**Placed standard cells**

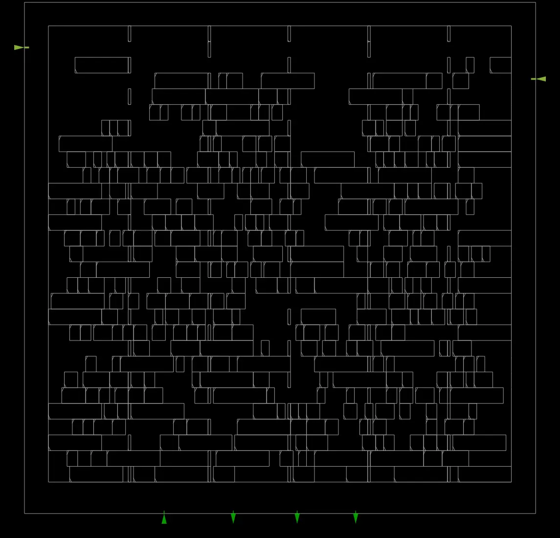
**Metal layers overlaid**

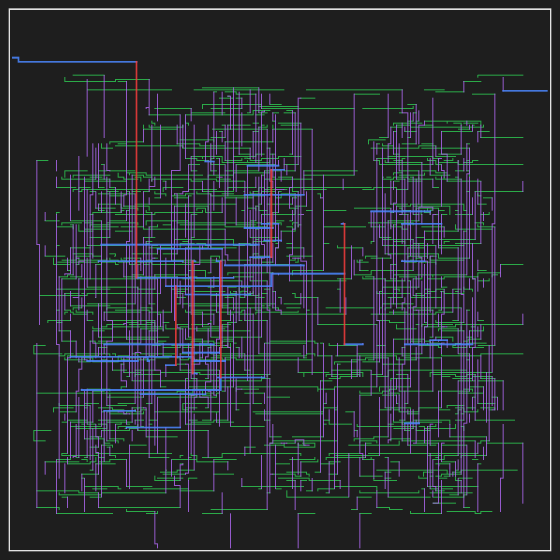
**Signal wires on met1**

Supply wires on this layer in grey.
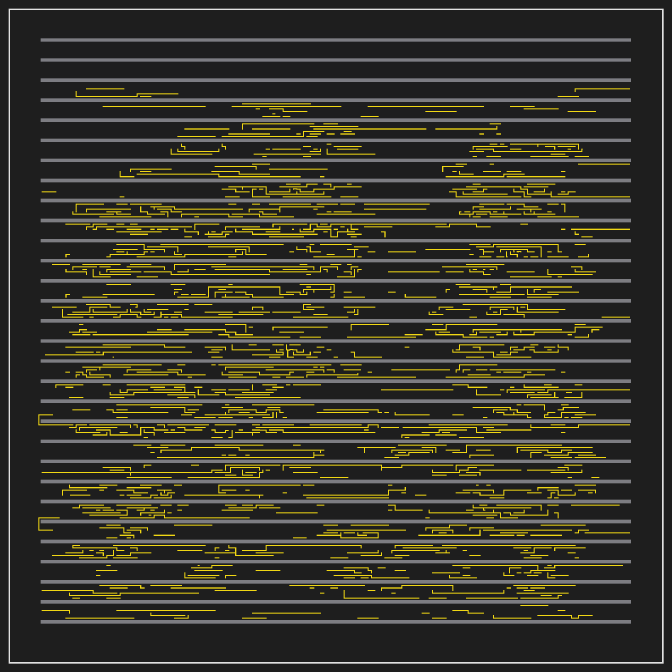
**Signal metal coverage by tile**

The die is cut into 18 by 18 equal tiles; black is low, pale yellow is high, scaled to the fullest tile. Values are wire area over tile area, all layers added.
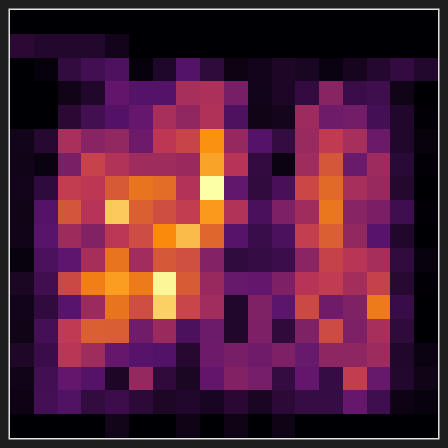
**Placed cells, one colour a class**

Bar = 20 um. Fill, decap, tap and diode cells in grey.
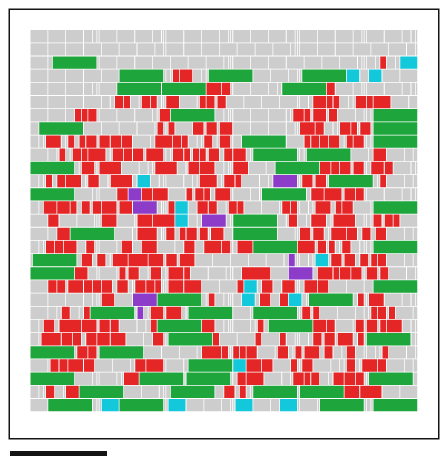
**config.mk**
```make
export PLATFORM = sky130hd
export DESIGN_NAME = btn_conditioner
export DESIGN_NICKNAME = d
export VERILOG_FILES = /design/src/rtl/btn_conditioner.sv
export SDC_FILE = /design/constraint.sdc
export NUM_CORES = 1
export LEC_CHECK = 0
export CORE_MARGIN = 4
export CORE_UTILIZATION = 50
export DETAILED_ROUTE_END_ITERATION = 8
export PLACE_DENSITY = 0.67
export SYNTH_ARGS = -nofsm -noshare
export SYNTH_HDL_FRONTEND = slang
export SYNTH_SLANG_ARGS = --single-unit
```
**constraint.sdc**
```tcl
create_clock -name clk -period 2.91 [get_ports clk]
set_input_delay 0.291 -clock clk [delete_from_list [all_inputs] [get_ports clk]]
set_output_delay 0.291 -clock clk [all_outputs]
set_load 0.02 [all_outputs]
```
**src/rtl/btn_conditioner.sv**
```systemverilog
// Push-button conditioner: two-flop synchroniser, debounce qualification FSM,
// single-cycle load strobe per confirmed press and optional auto-repeat while held.
module btn_conditioner #(
   parameter int DEBOUNCE_CYCLES = 1_000_000,
   parameter bit REPEAT_EN       = 1'b0,
   parameter int REPEAT_DELAY    = 50_000_000,
   parameter int REPEAT_PERIOD   = 10_000_000
) (
   input  logic clk,
   input  logic reset,
   input  logic BTN_raw,
   output logic BTN_pulse,
   output logic BTN_level,
   output logic BTN_hold
);

   localparam int HOLD_MAX = (REPEAT_DELAY > REPEAT_PERIOD) ? REPEAT_DELAY : REPEAT_PERIOD;
   localparam int DW       = $clog2(DEBOUNCE_CYCLES + 1);
   localparam int HW       = $clog2(HOLD_MAX + 1);

   localparam logic [DW-1:0] DCNT_LAST  = DW'(DEBOUNCE_CYCLES - 1);
   localparam logic [DW-1:0] DCNT_ONE   = DW'(1);
   localparam logic [HW-1:0] DELAY_LAST = HW'(REPEAT_DELAY - 1);
   localparam logic [HW-1:0] PERIOD_LAST = HW'(REPEAT_PERIOD - 1);
   localparam logic [HW-1:0] HCNT_ONE   = HW'(1);

   typedef enum logic [1:0] {
      IDLE        = 2'd0,
      PRESS_CHK   = 2'd1,
      PRESSED     = 2'd2,
      RELEASE_CHK = 2'd3
   } state_t;

   logic          r_sync1;
   logic          r_sync2;
   state_t        r_state;
   logic [DW-1:0] r_dcnt;
   logic [HW-1:0] r_hcnt;
   logic          r_pulse;
   logic          r_level;
   logic          r_hold;

   state_t        w_stateNext;
   logic [DW-1:0] w_dcntNext;
   logic [HW-1:0] w_hcntNext;
   logic          w_pulseNext;
   logic          w_levelNext;
   logic          w_holdNext;
   logic          w_s;

   assign w_s = r_sync2;

   always_ff @(posedge clk or posedge reset) begin
      if (reset) begin
         r_sync1 <= 1'b0;
         r_sync2 <= 1'b0;
      end else begin
         r_sync1 <= BTN_raw;
         r_sync2 <= r_sync1;
      end
   end

   always_ff @(posedge clk or posedge reset) begin
      if (reset) begin
         r_state <= IDLE;
         r_dcnt  <= '0;
         r_hcnt  <= '0;
         r_pulse <= 1'b0;
         r_level <= 1'b0;
         r_hold  <= 1'b0;
      end else begin
         r_state <= w_stateNext;
         r_dcnt  <= w_dcntNext;
         r_hcnt  <= w_hcntNext;
         r_pulse <= w_pulseNext;
         r_level <= w_levelNext;
         r_hold  <= w_holdNext;
      end
   end

   // hcnt first measures the initial repeat delay, then (once hold is set) is
   // reused as the repeat-period count; it is reloaded at every repeat point.
   always_comb begin
      w_stateNext = r_state;
      w_dcntNext  = r_dcnt;
      w_hcntNext  = r_hcnt;
      w_pulseNext = 1'b0;
      w_levelNext = r_level;
      w_holdNext  = r_hold;

      case (r_state)
         IDLE: begin
            if (w_s) begin
               w_stateNext = PRESS_CHK;
               w_dcntNext  = DCNT_ONE;
            end
         end

         PRESS_CHK: begin
            if (!w_s) begin
               w_stateNext = IDLE;
               w_dcntNext  = '0;
            end else if (r_dcnt == DCNT_LAST) begin
               w_stateNext = PRESSED;
               w_dcntNext  = '0;
               w_hcntNext  = '0;
               w_pulseNext = 1'b1;
               w_levelNext = 1'b1;
            end else begin
               w_dcntNext = r_dcnt + DCNT_ONE;
            end
         end

         PRESSED: begin
            if (!w_s) begin
               w_stateNext = RELEASE_CHK;
               w_dcntNext  = DCNT_ONE;
            end else if (!r_hold) begin
               if (r_hcnt == DELAY_LAST) begin
                  w_holdNext  = 1'b1;
                  w_pulseNext = REPEAT_EN;
                  w_hcntNext  = '0;
               end else begin
                  w_hcntNext = r_hcnt + HCNT_ONE;
               end
            end else begin
               if (r_hcnt == PERIOD_LAST) begin
                  w_pulseNext = REPEAT_EN;
                  w_hcntNext  = '0;
               end else begin
                  w_hcntNext = r_hcnt + HCNT_ONE;
               end
            end
         end

         RELEASE_CHK: begin
            if (w_s) begin
               w_stateNext = PRESSED;
               w_dcntNext  = '0;
            end else if (r_dcnt == DCNT_LAST) begin
               w_stateNext = IDLE;
               w_dcntNext  = '0;
               w_hcntNext  = '0;
               w_levelNext = 1'b0;
               w_holdNext  = 1'b0;
            end else begin
               w_dcntNext = r_dcnt + DCNT_ONE;
            end
         end

         default: begin
            w_stateNext = IDLE;
            w_dcntNext  = '0;
            w_hcntNext  = '0;
            w_levelNext = 1'b0;
            w_holdNext  = 1'b0;
         end
      endcase
   end

   assign BTN_pulse = r_pulse;
   assign BTN_level = r_level;
   assign BTN_hold  = r_hold;

endmodule

```
==> flow_summary_export.csv <==
group,metric,value,unit
outcome,status,"complete, no violations",
place,dp.cells,431,
timing,maxSlewViolCount,0,
cts,h-tree-depth,2,
cells_and_area,n_all_buffers,15,
cells_and_area,seq_area_share,38.9,%
pwr,p_per_area,367,mW/mm^2
yosys,mux_area_share,1.01,%
yosys,postSynthSeqShare,41.1,%
place,hpwl,5170,um
cells_and_area,lay_top_count,"dfrtp_1",
grt,grt-ovfl-total,0,
yosys,syn_area,0.00323,sq mm
timing,max_freq,453,MHz
setup_path,critPathMaxStageDelay,530,ps
cells_and_area,inv_count,6,
pwr,sequentialPower,0.772,mW
cells_and_area,seq_area,0.00133,sq mm
detailed_routing,drtIter0Drc,159,
grt,grt_util_met3,3.54,%
cells_and_area,logic_area,0.00176,sq mm
yosys,synthTopLogicFamily,"simple AND/OR/NAND/NOR gates",
grt,use_met1,28.7,%
cells_and_area,largestClassByArea,"logic gates",
pwr,power_clock,0.418,mW
pwr,p_seq_share,61.7,%
yosys,yosys_most_used_dff,"dfrtp_1",
detailed_routing,drc,0,
yosys,ys_warn_count,0,
floorplan,initCoreUtil,51.2,%
cts,numCtsBuffers,5,
cts,root_buffer,"clkbuf_8",
yosys,edf_count,0,
cells_and_area,final_cell_mix,"dfrtp_1, nand2_1, nand3_1, nand4_1, a31oi_1",
cts,cts_resized,0,
timing,worstMarginPinSlew,887,ps
yosys,yosysCellCount,368,
place,place_area,0.00333,sq mm
timing,rsz0062_at_grt,"no",
setup_path,cpLargestDelayFamily,"simple AND/OR/NAND/NOR gates",
cells_and_area,final-nonclk-buf-share,3.67,%
pwr,switching_power,0.309,mW
setup_path,path_buffers,1,
timing,finClkSkew,8.50,ps
floorplan,boundaryPins,6,
detailed_routing,vias,2880,
yosys,adder_share,0.775,%
cells_and_area,seq_cells,53,
setup_path,path_max_fanout,18,
place,port_buffers,5,
floorplan,die_h,88.4,um
yosys,netlist_top_cells_area,"dfrtp_1, nand3_1, nand2_1",
timing,min_period,2210,ps
floorplan,chip_area,0.00781,sq mm
yosys,synthXorXnorAreaFrac,0.813,%
cells_and_area,clkCellAreaFrac,2.46,%
cells_and_area,comb_cells,280,
setup_path,end_kind,"register",
timing,tns,0,ps
pwr,top_power_group,"sequential cells",
detailed_routing,viasPerCell,6.56,
grt,grt_pass1_vias,2731,
timing,hold_ws,328,ps
grt,antenna_found_initial,0,
cts,clock_path_buffers,2,
yosys,avgSynthCellArea,8.78,sq um
cts,clk_pin_slew,100,ps
cells_and_area,sh_comb_area,51.5,%
yosys,async_reset_ff_share,100,%
yosys,yosysTopAreaCell,"dfrtp_1",
cells_and_area,fin_area,0.00341,sq mm
setup_path,worstPathArrival,2400,ps
place,pre_cts_slack,744,ps
job,max_cap_violations,0,
yosys,common_cells,"dfrtp_1, nand2_1, nand3_1",
min_path,hp-class,"input port to asynchronous set/reset pin",
cells_and_area,area_growth,5.58,%
grt,track_usage,21.5,%
yosys,fp_nets,373,
pwr,power,1.25,mW
cts,cts_hold_buffers,0,
floorplan,rows,29,
cts,clk_latency,310,ps
timing,slew_headroom,40.7,%
detailed_routing,met3_length,338,um
pwr,p_int,0.942,mW
timing,setup_viol,0,
setup_path,cp-start-kind,"register",
floorplan,die_width,88.4,um
timing,setup_ws,702,ps
grt,grt_pass1_wl,13500,um
yosys,aoi_share,19.0,%
pwr,share_clk_of_total_power,33.4,%
cells_and_area,clkbuf_count,7,
Back to the opening pictures, 'placed standard cells':
core area: 0.00631 sq mm
Tap Count: 77
Final Util: 54.0%
Layout Cells excl Fill: 439

Back to the opening pictures, 'metal layers overlaid':
M2 -> purple  # wire length 3770 um
M4 -> red  # wire length 120 um
M3 -> blue  # wire length 338 um
M1 -> green  # wire length 3490 um

Back to the opening pictures, 'signal wires on met1':
longest straight run = 23.0 um
main direction = horizontal
nets with wire on the layer = 345
share of all routed wire = 45%
wire length on this layer = 3490 um

Back to the opening pictures, 'signal metal coverage by tile':
fullest tile = 0.63
mean over tiles = 0.16
nearly empty tiles = 19%
tiles over half the peak = 15%
densest ninth of the die = centre

Back to the opening pictures, 'placed cells, one colour a class':
clock drivers and dummy loads -> purple  # cells 8, share of their area 2.5%
remaining buffers and delay cells -> cyan  # cells 15, share of their area 3.8%
remaining logic cells -> red  # cells 286, share of their area 54%
registers -> green  # cells 53, share of their area 40%

==> registers in the layout, indices dropped and copies added (netlist names), named ones only <==
| register | flops |
|---|---|
| BTN_hold | 1 |
| BTN_level | 1 |
| BTN_pulse | 1 |
| r_dcnt | 20 |
| r_hcnt | 26 |
| r_state | 1 |
| r_sync1 | 1 |
| r_sync2 | 1 |
==> worst paths after layout <==
check / endpoint / startpoint / slack [ps] / depth (start not counted)
worst max-delay path: r_hcnt[1] / r_hcnt[18] / 700 / 6
worst min-delay path: r_dcnt[8] / reset / 330 / 3
worst max register to register: r_hcnt[1] / r_hcnt[18] / 700 / 6
worst min register to register: r_sync2 / r_sync1 / 360 / 0
max in group asynchronous: r_hcnt[13] / reset / 2190 / 3
min in group clk: r_sync2 / r_sync1 / 360 / 0
No activity file was given, so power comes from the tool's default toggle rates.
